logic_types.png
(3 px per µm)
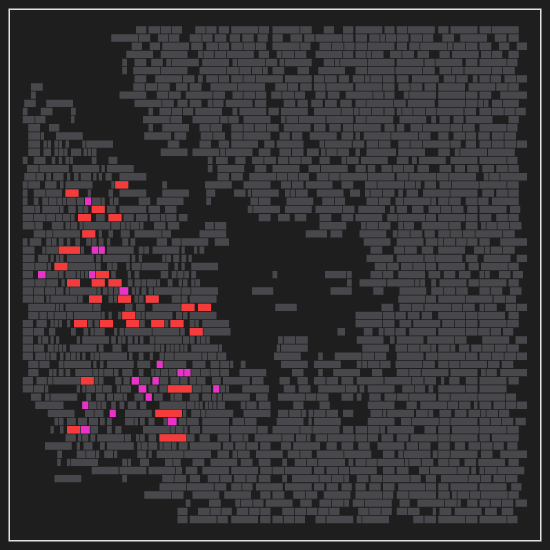
sizes.png
(3 px per µm)
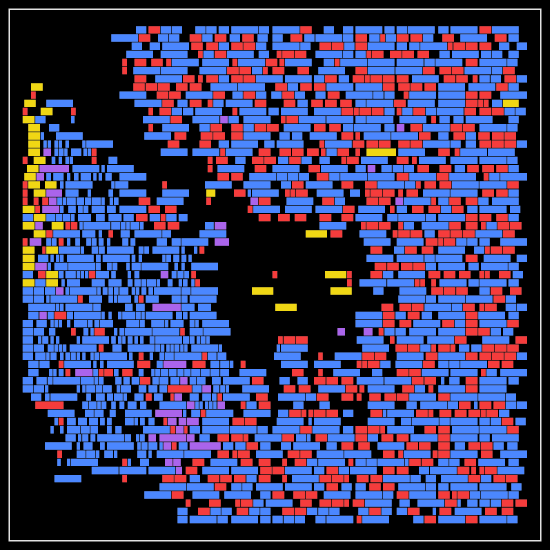
placement.png
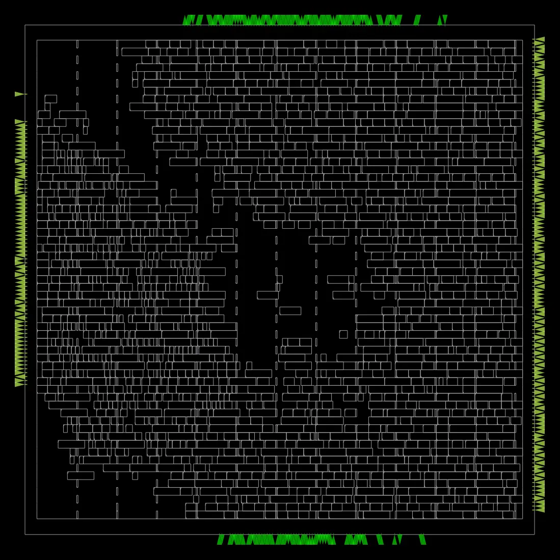
io_fan.png
(1.5 px per µm)
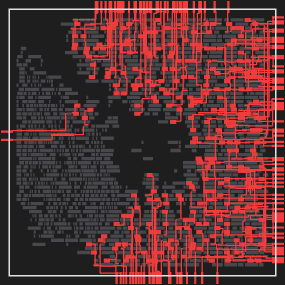
**config.mk**
```make
export PLATFORM = sky130hd
export DESIGN_NAME = out_mem_drain
export DESIGN_NICKNAME = d
export VERILOG_FILES = /design/src/rtl/out_mem_drain.sv
export SDC_FILE = /design/constraint.sdc
export NUM_CORES = 1
export LEC_CHECK = 0
export CAP_MARGIN = 20
export CORE_MARGIN = 4
export CORE_UTILIZATION = 53
export CTS_BUF_LIST = sky130_fd_sc_hd__clkbuf_2
export DETAILED_ROUTE_END_ITERATION = 12
export PLACE_DENSITY = 0.9
export SLEW_MARGIN = 25
export SYNTH_ARGS = -nofsm -noshare
export SYNTH_HDL_FRONTEND = slang
export SYNTH_SLANG_ARGS = --single-unit
```
**constraint.sdc**
```tcl
create_clock -name clk -period 4.85 [get_ports clk]
set_input_delay 0.97 -clock clk [delete_from_list [all_inputs] [get_ports clk]]
set_output_delay 0.97 -clock clk [all_outputs]
set_load 0.01 [all_outputs]
```
**src/rtl/out_mem_drain.sv**
```systemverilog
// out_mem_drain: streams num_row consecutive output-memory rows, starting at
// base_addr, onto a valid/ready beat interface. One full row (all SYS_COL
// columns) is read per cycle; a 2-entry skid FIFO absorbs the one-cycle read
// latency plus downstream backpressure so no read is lost or repeated.
//
// Optional feature: define OUT_DRAIN_CHECKSUM_EN to add the checksum port, a
// running modulo-2^DATA_WIDTH sum of every word handed off downstream.
//
// Ports:
//   clk, rstn        clock, asynchronous active-low reset
//   start            begin a drain (sampled only while idle)
//   base_addr        first row address, latched with start
//   num_row          number of rows, latched with start
//   mem_rd_en        per-column read enable (all bits equal)
//   mem_rd_addr      per-column read address (all entries equal)
//   mem_rd_data      per-column read data, valid the cycle after mem_rd_en
//   out_valid/ready  beat handshake
//   out_data         beat payload, column k at [k*DATA_WIDTH +: DATA_WIDTH]
//   out_last         final beat of the drain
//   busy             drain in progress (run and done states)
//   done             one-cycle completion pulse
//   checksum         sum of accepted words (OUT_DRAIN_CHECKSUM_EN only)
module out_mem_drain #(
  parameter int unsigned SYS_COL    = 4,
  parameter int unsigned DATA_WIDTH = 32,
  parameter int unsigned ADDR_WIDTH = 8
) (
  input  logic                          clk,
  input  logic                          rstn,
  input  logic                          start,
  input  logic [ADDR_WIDTH-1:0]         base_addr,
  input  logic [15:0]                   num_row,
  output logic [SYS_COL-1:0]            mem_rd_en,
  output logic [ADDR_WIDTH-1:0]         mem_rd_addr [0:SYS_COL-1],
  input  logic [DATA_WIDTH-1:0]         mem_rd_data [0:SYS_COL-1],
  output logic                          out_valid,
  input  logic                          out_ready,
  output logic [SYS_COL*DATA_WIDTH-1:0] out_data,
  output logic                          out_last,
  output logic                          busy,
  output logic                          done
`ifdef OUT_DRAIN_CHECKSUM_EN
  ,
  output logic [DATA_WIDTH-1:0]         checksum
`endif
);

  localparam int unsigned BeatWidth = SYS_COL * DATA_WIDTH;

  typedef enum logic [1:0] {StIdle, StRun, StDone} state_e;

  state_e                state_q, state_d;
  logic [ADDR_WIDTH-1:0] base_q;
  logic [15:0]           num_q;
  logic [15:0]           issued_q;
  logic [15:0]           popped_q;
  logic                  inflight_q;

  logic [BeatWidth-1:0]  fifo_q [2];
  logic                  wr_ptr_q, rd_ptr_q;
  logic [1:0]            occ_q;

  logic                  accept;
  logic                  issue;
  logic                  pop;
  logic [2:0]            ahead;
  logic [BeatWidth-1:0]  wr_data;

  assign accept    = (state_q == StIdle) && start;
  assign out_valid = (occ_q != 2'd0);
  assign out_data  = fifo_q[rd_ptr_q];
  assign pop       = out_valid && out_ready;
  assign out_last  = out_valid && (popped_q == (num_q - 16'd1));
  assign busy      = (state_q != StIdle);
  assign done      = (state_q == StDone);

  // Rows buffered or in flight once this cycle's pop leaves; never exceeds
  // the FIFO depth, so every returning read has a slot.
  assign ahead = {1'b0, occ_q} + {2'b00, inflight_q} - {2'b00, pop};
  assign issue = (state_q == StRun) && (issued_q < num_q) && (ahead < 3'd2);

  always_comb begin
    wr_data = '0;
    for (int k = 0; k < SYS_COL; k++) begin
      wr_data[k*DATA_WIDTH +: DATA_WIDTH] = mem_rd_data[k];
    end
  end

  always_comb begin
    mem_rd_en = '0;
    for (int k = 0; k < SYS_COL; k++) begin
      mem_rd_en[k]   = issue;
      // Address wraps modulo 2^ADDR_WIDTH by truncation.
      mem_rd_addr[k] = issue ? (base_q + ADDR_WIDTH'(issued_q)) : base_q;
    end
  end

  always_comb begin
    state_d = state_q;
    unique case (state_q)
      StIdle: begin
        if (start) state_d = (num_row == 16'd0) ? StDone : StRun;
      end
      StRun: begin
        if (pop && out_last) state_d = StDone;
      end
      StDone: state_d = StIdle;
      default: state_d = StIdle;
    endcase
  end

  always_ff @(posedge clk or negedge rstn) begin
    if (!rstn) begin
      state_q    <= StIdle;
      base_q     <= '0;
      num_q      <= '0;
      issued_q   <= '0;
      popped_q   <= '0;
      inflight_q <= 1'b0;
    end else begin
      state_q    <= state_d;
      inflight_q <= issue;
      if (accept) begin
        base_q   <= base_addr;
        num_q    <= num_row;
        issued_q <= '0;
        popped_q <= '0;
      end else begin
        if (issue) issued_q <= issued_q + 16'd1;
        if (pop)   popped_q <= popped_q + 16'd1;
      end
    end
  end

  // Skid FIFO: written the cycle after a read issues, when data returns.
  always_ff @(posedge clk or negedge rstn) begin
    if (!rstn) begin
      fifo_q[0] <= '0;
      fifo_q[1] <= '0;
      wr_ptr_q  <= 1'b0;
      rd_ptr_q  <= 1'b0;
      occ_q     <= '0;
    end else begin
      if (inflight_q) begin
        fifo_q[wr_ptr_q] <= wr_data;
        wr_ptr_q         <= ~wr_ptr_q;
      end
      if (pop) rd_ptr_q <= ~rd_ptr_q;
      occ_q <= occ_q + {1'b0, inflight_q} - {1'b0, pop};
    end
  end

`ifdef OUT_DRAIN_CHECKSUM_EN
  logic [DATA_WIDTH-1:0] beat_sum;

  always_comb begin
    beat_sum = '0;
    for (int k = 0; k < SYS_COL; k++) begin
      beat_sum = beat_sum + out_data[k*DATA_WIDTH +: DATA_WIDTH];
    end
  end

  always_ff @(posedge clk or negedge rstn) begin
    if (!rstn) begin
      checksum <= '0;
    end else if (accept) begin
      checksum <= '0;
    end else if (pop) begin
      checksum <= checksum + beat_sum;
    end
  end
`endif

endmodule

```
==> results.cfg <==
; implementation run metrics
[power]
leakagePower_nw = 8.39
power-top-group = combinational cells
switching_share = 0.358
intPower_mw = 9.11
power_density_mw_per_mm2 = 725
pwr-share-seq = 0.332
clock_power_share = 0.124

[timing]
setup_viol = 0
min_period_over_period = 0.993
tns_ns = 0
max_freq_mhz = 208
finalCriticalPeriod_ns = 4.82
slew_violations = 0
max-slew-margin-rel = 0.389
fin_skew_ns = 0.0741

[cells_and_area]
nets = 1710
lay_top_count = mux2_2
drive_gt1_frac = 0.387
fin_cells = 1963
final_layout_top_logic_cells = 384 x mux2_2, 317 x dfrtp_1, 286 x clkdlybuf4s50_1
fin_util = 0.700

[drt]
wl_mm = 37.7
routed.top_layer = met5
ant_nets = 0
avgViaCountPerCell = 5.40
wl_met3_mm = 2.88
wl_met2_mm = 19.3
drc = 0
wl_met1_mm = 14.4

[die]
die_w_um = 177
rows = 61
dieArea_mm2 = 0.0312
die_y_um = 177
fp_util = 0.540

[clock_tree]
insertion_delay_ns = 0.87
htreeDepth = 3
cts_hold_buf = 0
clkTransAtPathRegs_ns = 0.11
cts_tree = yes
clock_sinks = 319

[global_route]
busiest_layer = met2
grt_use_met2 = 0.413
grt_pass1_wl_mm = 59.9
use_met1 = 0.286
antenna_found_initial = 5
grt_max_degree = 117
grt_pass1_vias = 11600

[synth]
synthArstFlopShare = 1.00
synthAoiAreaFrac = 0.0263
syn_nets = 1354
synth_flops = 319
ys_sh_xor = 0.0308
top_area_frac = 0.530
ff_type = dfrtp_1
ys_cells = 1169
avgSynthCellArea_um2 = 12.9
top_cell = mux2_2
edf_count = 0
common_cells = 385 x mux2_2, 319 x dfrtp_1, 72 x nand2_1, 48 x clkbuf_1, 43 x nor2_1
syn_area_mm2 = 0.0151
synth.area.top_cells = dfrtp_1 53%, mux2_2 29%, ha_1 2.2%, xnor2_1 1.9%, nand2_1 1.8%
synthCells = 1169
synth_cell_types = 49

[worst_setup_path]
rr_endpoint = issued_q[15]$_DFFE_PN0P_
cp-end-kind = output pin
path_buffers = 7
critPathKind = flop to output pin
critPathTopFamily = adder cells
cp_slowest_cell = fa_2
reg2reg_depth = 16
cp-start-kind = flop
cp-endpoint = mem_rd_addr[29]
critPathArrivalTime_ns = 3.85

[run_status]
outcome = completed

[worst_hold_path]
hold_path.class = primary input to async pin

[place]
pre_cts_ws_ns = -0.280
Notes on logic_types.png above:
[and/or cells] magenta | cells: 18 | most used: or3_1
[fa/ha/maj cells] red | cells: 29 | most used: ha_1 | where: west

Notes on sizes.png above:
[_2 cells] red | cells: 537 | share: 34% | most used: mux2_2
[_3 and _4 cells] purple | cells: 42 | share: 2.7% | most used: buf_4
[_6 and larger] yellow | cells: 34 | share: 2.1% | most used: buf_6
[_0 and _1 cells] blue | cells: 971 | share: 61% | most used: dfrtp_1
Signal buffers: 353
P&R area growth vs syn: 29.8%
fin area: 0.0196 mm²

Notes on placement.png above:
core area: 0.0279 mm²
flip-flops: 319
tap cells: 378
fillers: 1861

Notes on io_fan.png above:
[mem_rd_data] red | bits: 128 | direction: input | edge: 60 east, 40 north, 26 south, 2 west | end cells: 256 | buffers: 128 | wire: 6500 µm
number of port buffers: 323
I/O pins: 324

==> registers in the layout, indices dropped and copies added, names as in the netlist <==
name        flops
inflight_q      1
issued_q       16
state_q         2
occ_q           2
rd_ptr_q        1
wr_ptr_q        1
num_q          16
base_q          8
popped_q       16
fifo_q        256
==> area by class of cell <==
class,count,area (µm²),share of cell area
tap,378,473,0.0242
inverter,31,119,0.00608
antenna,1,2.50,0.000128
multi-input combinational,736,6710,0.343
clock inverter,21,106,0.00544
timing repair buffer,353,3540,0.181
sequential,319,7990,0.408
clock buffer,124,621,0.0317
==> timing repair <==
item	CTS	global route
buffers inserted	3	5
pin swaps	6	4
cloned	1	0
endpoints found under the setup margin	37	37
resized	158	39
hold endpoints to repair	0	0
Power is estimated from default activity; no workload was simulated.
